==> config.mk <==
export PLATFORM = sky130hd
export DESIGN_NAME = dmem_arbiter
export DESIGN_NICKNAME = d
export VERILOG_FILES = /design/src/rtl/dmem_arbiter.sv
export SDC_FILE = /design/constraint.sdc
export NUM_CORES = 1
export LEC_CHECK = 0
export ABC_AREA = 1
export CAP_MARGIN = 30
export CORE_ASPECT_RATIO = 1.5
export CORE_MARGIN = 4
export CORE_UTILIZATION = 41
export DETAILED_ROUTE_END_ITERATION = 10
export HOLD_SLACK_MARGIN = 0.03
export PLACE_DENSITY = 0.82
export SLEW_MARGIN = 20
export SYNTH_ARGS = -nofsm -noshare
export SYNTH_HDL_FRONTEND = slang
export SYNTH_SLANG_ARGS = --single-unit
==> constraint.sdc <==
create_clock -name clk -period 2.3 [get_ports clk]
set_input_delay 0.69 -clock clk [delete_from_list [all_inputs] [get_ports clk]]
set_output_delay 0.69 -clock clk [all_outputs]
set_load 0.02 [all_outputs]
==> src/rtl/dmem_arbiter.sv <==
// Round-robin arbiter that lets NUM_CORES cores share one synchronous data RAM.
// Each core gets one read or write at a time; read data goes back on a registered broadcast bus.
module dmem_arbiter #(
  parameter int unsigned NUM_CORES   = 4,
  parameter int unsigned ADDR_W      = 16,
  parameter int unsigned DATA_W      = 16,
  parameter int unsigned MEM_LATENCY = 1
) (
  input  logic                        clk,
  input  logic                        rst_n,
  input  logic [NUM_CORES-1:0]        core_req,
  input  logic [NUM_CORES-1:0]        core_we,
  input  logic [NUM_CORES*ADDR_W-1:0] core_addr,
  input  logic [NUM_CORES*DATA_W-1:0] core_wdata,
  output logic [NUM_CORES-1:0]        core_gnt,
  output logic [NUM_CORES-1:0]        core_done,
  output logic [DATA_W-1:0]           core_rdata,
  output logic [ADDR_W-1:0]           mem_addr,
  output logic [DATA_W-1:0]           mem_wdata,
  output logic                        mem_we,
  input  logic [DATA_W-1:0]           mem_rdata,
  output logic                        busy
);

  localparam int unsigned IDX_W = (NUM_CORES > 1) ? $clog2(NUM_CORES) : 1;
  localparam int unsigned CNT_W = 2;

  typedef enum logic [1:0] {S_IDLE, S_ACCESS, S_WAIT, S_DONE} state_e;

  state_e                 state_q;
  logic [IDX_W-1:0]       ptr_q;
  logic [IDX_W-1:0]       win_q;
  logic                   wr_q;
  logic [CNT_W-1:0]       cnt_q;
  logic [NUM_CORES-1:0]   gnt_q;
  logic [NUM_CORES-1:0]   done_q;
  logic [DATA_W-1:0]      rdata_q;
  logic [ADDR_W-1:0]      addr_q;
  logic [DATA_W-1:0]      wdata_q;
  logic                   we_q;
  logic                   busy_q;
  logic [IDX_W-1:0]       win_d;
  logic [IDX_W-1:0]       ptr_inc;

  // Scan downward from ptr+N-1 so the requester closest above ptr is written last and wins.
  always_comb begin
    int unsigned scan;
    scan  = 0;
    win_d = ptr_q;
    for (int k = NUM_CORES - 1; k >= 0; k--) begin
      scan = 32'(ptr_q) + 32'(k);
      if (scan >= NUM_CORES) scan = scan - NUM_CORES;
      if (core_req[IDX_W'(scan)]) win_d = IDX_W'(scan);
    end
  end

  assign ptr_inc = (win_q == IDX_W'(NUM_CORES - 1)) ? '0 : win_q + IDX_W'(1);

  always_ff @(posedge clk or negedge rst_n) begin
    if (!rst_n) begin
      state_q <= S_IDLE;
      ptr_q   <= '0;
      win_q   <= '0;
      wr_q    <= 1'b0;
      cnt_q   <= '0;
      gnt_q   <= '0;
      done_q  <= '0;
      rdata_q <= '0;
      addr_q  <= '0;
      wdata_q <= '0;
      we_q    <= 1'b0;
      busy_q  <= 1'b0;
    end else begin
      done_q <= '0;
      case (state_q)
        S_IDLE: begin
          if (|core_req) begin
            state_q <= S_ACCESS;
            addr_q  <= core_addr[win_d*ADDR_W +: ADDR_W];
            wdata_q <= core_wdata[win_d*DATA_W +: DATA_W];
            we_q    <= core_we[win_d];
            wr_q    <= core_we[win_d];
            gnt_q   <= NUM_CORES'(1) << win_d;
            win_q   <= win_d;
            busy_q  <= 1'b1;
          end
        end
        S_ACCESS: begin
          we_q  <= 1'b0;
          gnt_q <= '0;
          ptr_q <= ptr_inc;
          if (wr_q) begin
            state_q <= S_DONE;
            done_q  <= NUM_CORES'(1) << win_q;
          end else begin
            state_q <= S_WAIT;
            cnt_q   <= CNT_W'(MEM_LATENCY - 1);
          end
        end
        S_WAIT: begin
          if (cnt_q != '0) begin
            cnt_q <= cnt_q - CNT_W'(1);
          end else begin
            rdata_q <= mem_rdata;
            state_q <= S_DONE;
            done_q  <= NUM_CORES'(1) << win_q;
          end
        end
        S_DONE: begin
          state_q <= S_IDLE;
          busy_q  <= 1'b0;
        end
        default: state_q <= S_IDLE;
      endcase
    end
  end

  assign core_gnt   = gnt_q;
  assign core_done  = done_q;
  assign core_rdata = rdata_q;
  assign mem_addr   = addr_q;
  assign mem_wdata  = wdata_q;
  assign mem_we     = we_q;
  assign busy       = busy_q;

endmodule

**A small window of the routed layout**

Scale bar: 5 µm. Window x 35 to 55, y 82 to 102 µm. Cells in gray, sequential cells in the stronger gray; small squares are vias.
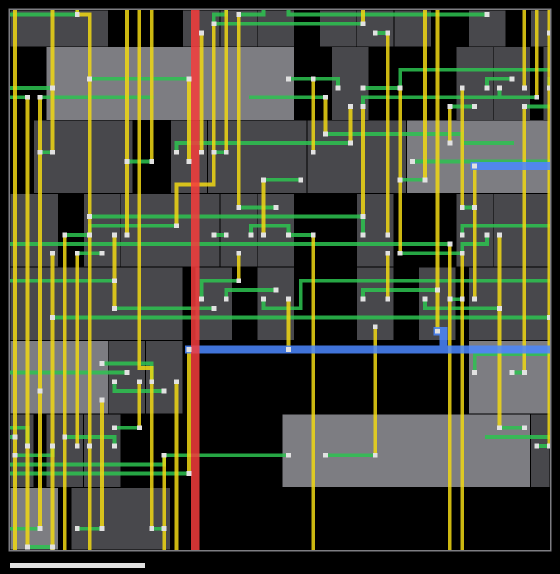
[M2] yellow
[M1] green
[M4] red
[M3] blue
sequential cells in the window: 3
most frequent: nand2_1 (18), clkdlybuf4s50_1 (7), dfrtp_1 (3)
cells with their middle in the window: 29
netlist names of flops here include: mem_addr (3)

**Signal wires by layer**

Scale bar: 20 µm.
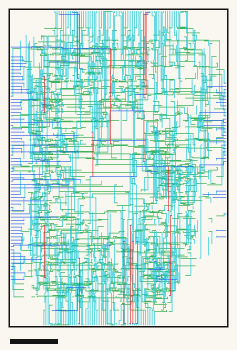
[M3] blue | wire length: 867 µm
[M1] green | wire length: 4650 µm
[M2] cyan | wire length: 7470 µm
[M4] red | wire length: 464 µm
via count: 4653
overall fraction of global-route tracks in use: 0.2281
final routed wire length divided by cell count: 13.89 µm
Detailed Route WL: 13450 µm

**Track usage over the die**

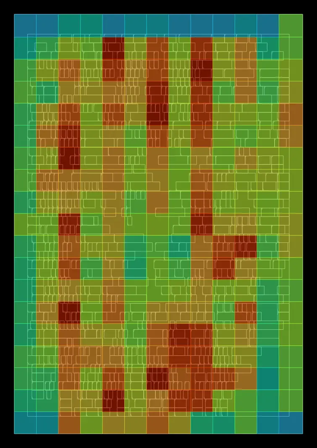
met1 global-route usage: 0.2189
met3 usage: 0.05263
global routing's busiest layer: met2
final cell utilization of the core: 0.7034

==> reports/qor.rpt <==
=====================================================================================================
Outcome                                                                                  complete, no violations
Register area                                                                                1678 µm²
Net load switching power                                                                     5.166 mW
Die height                                                                                   131.4 µm
Main kind of combinational logic by area                                                 simple AND/OR/NAND/NOR gates
Ratio of routed vias to standard cells                                                          4.807
Number of max-slew violations in the final report                                                   0
GRT met2 Usage                                                                                 0.4441
Cell with the most instances after synthesis                                                  nand2_1
Number of gates resized after CTS                                                                  16
Highest metal layer used by the detailed router                                                  met4
Compound Share, Synth                                                                         0.02557
Clock slew at the register clock pins of the worst setup and hold paths                       0.05 ns
Syn nets                                                                                          794
Final setup TNS                                                                                  0 ns
Max Fanout on Critical Path                                                                        31
1st-pass router iterations                                                                          5
Proportion of power drawn by flip-flops and latches                                             0.185
Min cycle time layout                                                                        2.103 ns
Leading cell types by total area after synthesis                                         dfrtp_1 40%, nand2_1 39%, mux2_2 4.3%
Start point of the critical path                                                          core_req[2]
Worst Path Buf+Inv                                                                                  5
Growth of design area from synthesis to finish                                                 65.73%
Highest achievable clock rate                                                               475.6 MHz
Xor/xnor share                                                                                      0
Synth area leader                                                                             dfrtp_1
Combinational power                                                                           7.60 mW
Largest type area fraction                                                                     0.4031
Ordered cell list for the critical path                                                  dlygate4sd2_1 -> inv_1 -> nand2_1 -> nand3_2 -> nand2_1 -> inv_1 -> nand2_2 -> nand2_4 -> nand2_2 -> nand2_2 -> nand2_4 -> buf_4 -> buf_12 -> nand2_1 -> nand2_1 -> nand2_1 -> nand2_1 -> nand2_1 -> nand2_1
FP Util                                                                                        0.4244
Simple share                                                                                   0.4287
Tally of buffers added on design ports                                                            211
Gate family responsible for the most delay along the worst path                          simple AND/OR/NAND/NOR gates
Power drawn by the clock network                                                              1.42 mW
Final setup vio count                                                                               0
Part of the power in the clock network                                                          0.128
Non-clk invs                                                                                       27
Total DRC errors in the routed layout                                                               0
End of the worst register-to-register path                                               mem_addr[15]
Number of H-tree branching levels                                                                   3
Number of buffers on the longest clock path                                                         2
Mapped cell area                                                                             4159 µm²
Post-synthesis share of cell area spent on full adders, half adders and majority gates        0.03008
Worst hold slack across all endpoints                                                       0.3945 ns
Share of flip-flops with an asynchronous set or reset after synthesis                           1.000
Clk tree area frac                                                                            0.04484
Seq Cell Count                                                                                     67
Routed length on met2                                                                         7469 µm
Critical Path Source Type                                                                  input port
Layout Skew                                                                               0.002588 ns
Post-Syn Area per Cell                                                                      6.602 µm²
Clock Tree Root                                                                             clkbuf_16
Depth of the worst register-to-register path                                                       18
Unique cell type count in the Yosys netlist                                                        25
Most frequently placed logic cell in the final layout                                         nand2_1
Crit path capture type                                                                           flop
Critical path class                                                                      input port to flop
Multiplexer share of the synthesized area                                                     0.04332
Max_slew headroom                                                                              0.5311
Chip area estimate from yosys synthesis                                                      4159 µm²
Count of hold-fix buffers inserted at cts                                                           0
Stage delay of the slowest cell on the critical path                                          0.26 ns
Non-filler instance count after layout                                                            968
Post-CTS setup buffers                                                                              3
Detailed route wirelength on metal3                                                            866 µm
Number of antenna-violating nets in the routed design                                               0
WP depth                                                                                           19
Top Consumer                                                                             combinational cells
Top FF cell, synth                                                                            dfrtp_1
Most common library cells after synthesis                                                435 x nand2_1, 67 x dfrtp_1, 20 x inv_1
MaxCap Viol Count                                                                                   0
Chip Area                                                                                   11850 µm²
Hpwl dp                                                                                      10270 µm
Floorplan row count                                                                                44
Post-route design area                                                                       6893 µm²
Arrival time at the worst endpoint                                                            2.36 ns
Number of OpenROAD warnings                                                                        33
Taps Inserted                                                                                     115
Standby leakage power                                                                        3.570 nW
NonClk Buf Share                                                                               0.3514
Routed met1 length                                                                            4648 µm
Setup slack of the critical path after layout                                               0.1973 ns
Minimum setup slack after placement                                                        -0.3811 ns
Flip-flops with a built-in enable                                                                   0
FF+latch count, synth                                                                              67
Required time reported for the critical path endpoint                                         2.56 ns
Int Power                                                                                    5.901 mW
Startpoint of the most critical register-to-register path                                    ptr_q[0]
Total global routing overflow                                                                       0
Total Power                                                                                  11.07 mW
End point of the critical path                                                           mem_wdata[13]
Sequential-cell power consumption                                                             2.05 mW
Most frequently placed logic cells in the final layout                                   430 x nand2_1, 206 x clkdlybuf4s50_1, 66 x dfrtp_1
Clock net sink count                                                                               67
Number of antenna violations at the first check in global routing                                   0
Die x size                                                                                   90.24 µm
Combinational Area                                                                           2233 µm²
Area of the core region                                                                      9799 µm²
Register area share after synthesis                                                            0.4031
Skew-Pair Late Insertion Delay                                                                0.32 ns
Flop share of the area                                                                         0.2434
Layout cells sized above 1                                                                    0.09613
Buffers, non-clock                                                                                236
Register-to-register path setup slack                                                         0.27 ns
Routability-driven placement congestion ratio                                                  0.8580
Worst slew pin tran                                                                         0.7016 ns
TritonCTS clock tree                                                                            built
Fill cell count                                                                                   808
=====================================================================================================
Power is estimated from default activity; no workload was simulated.
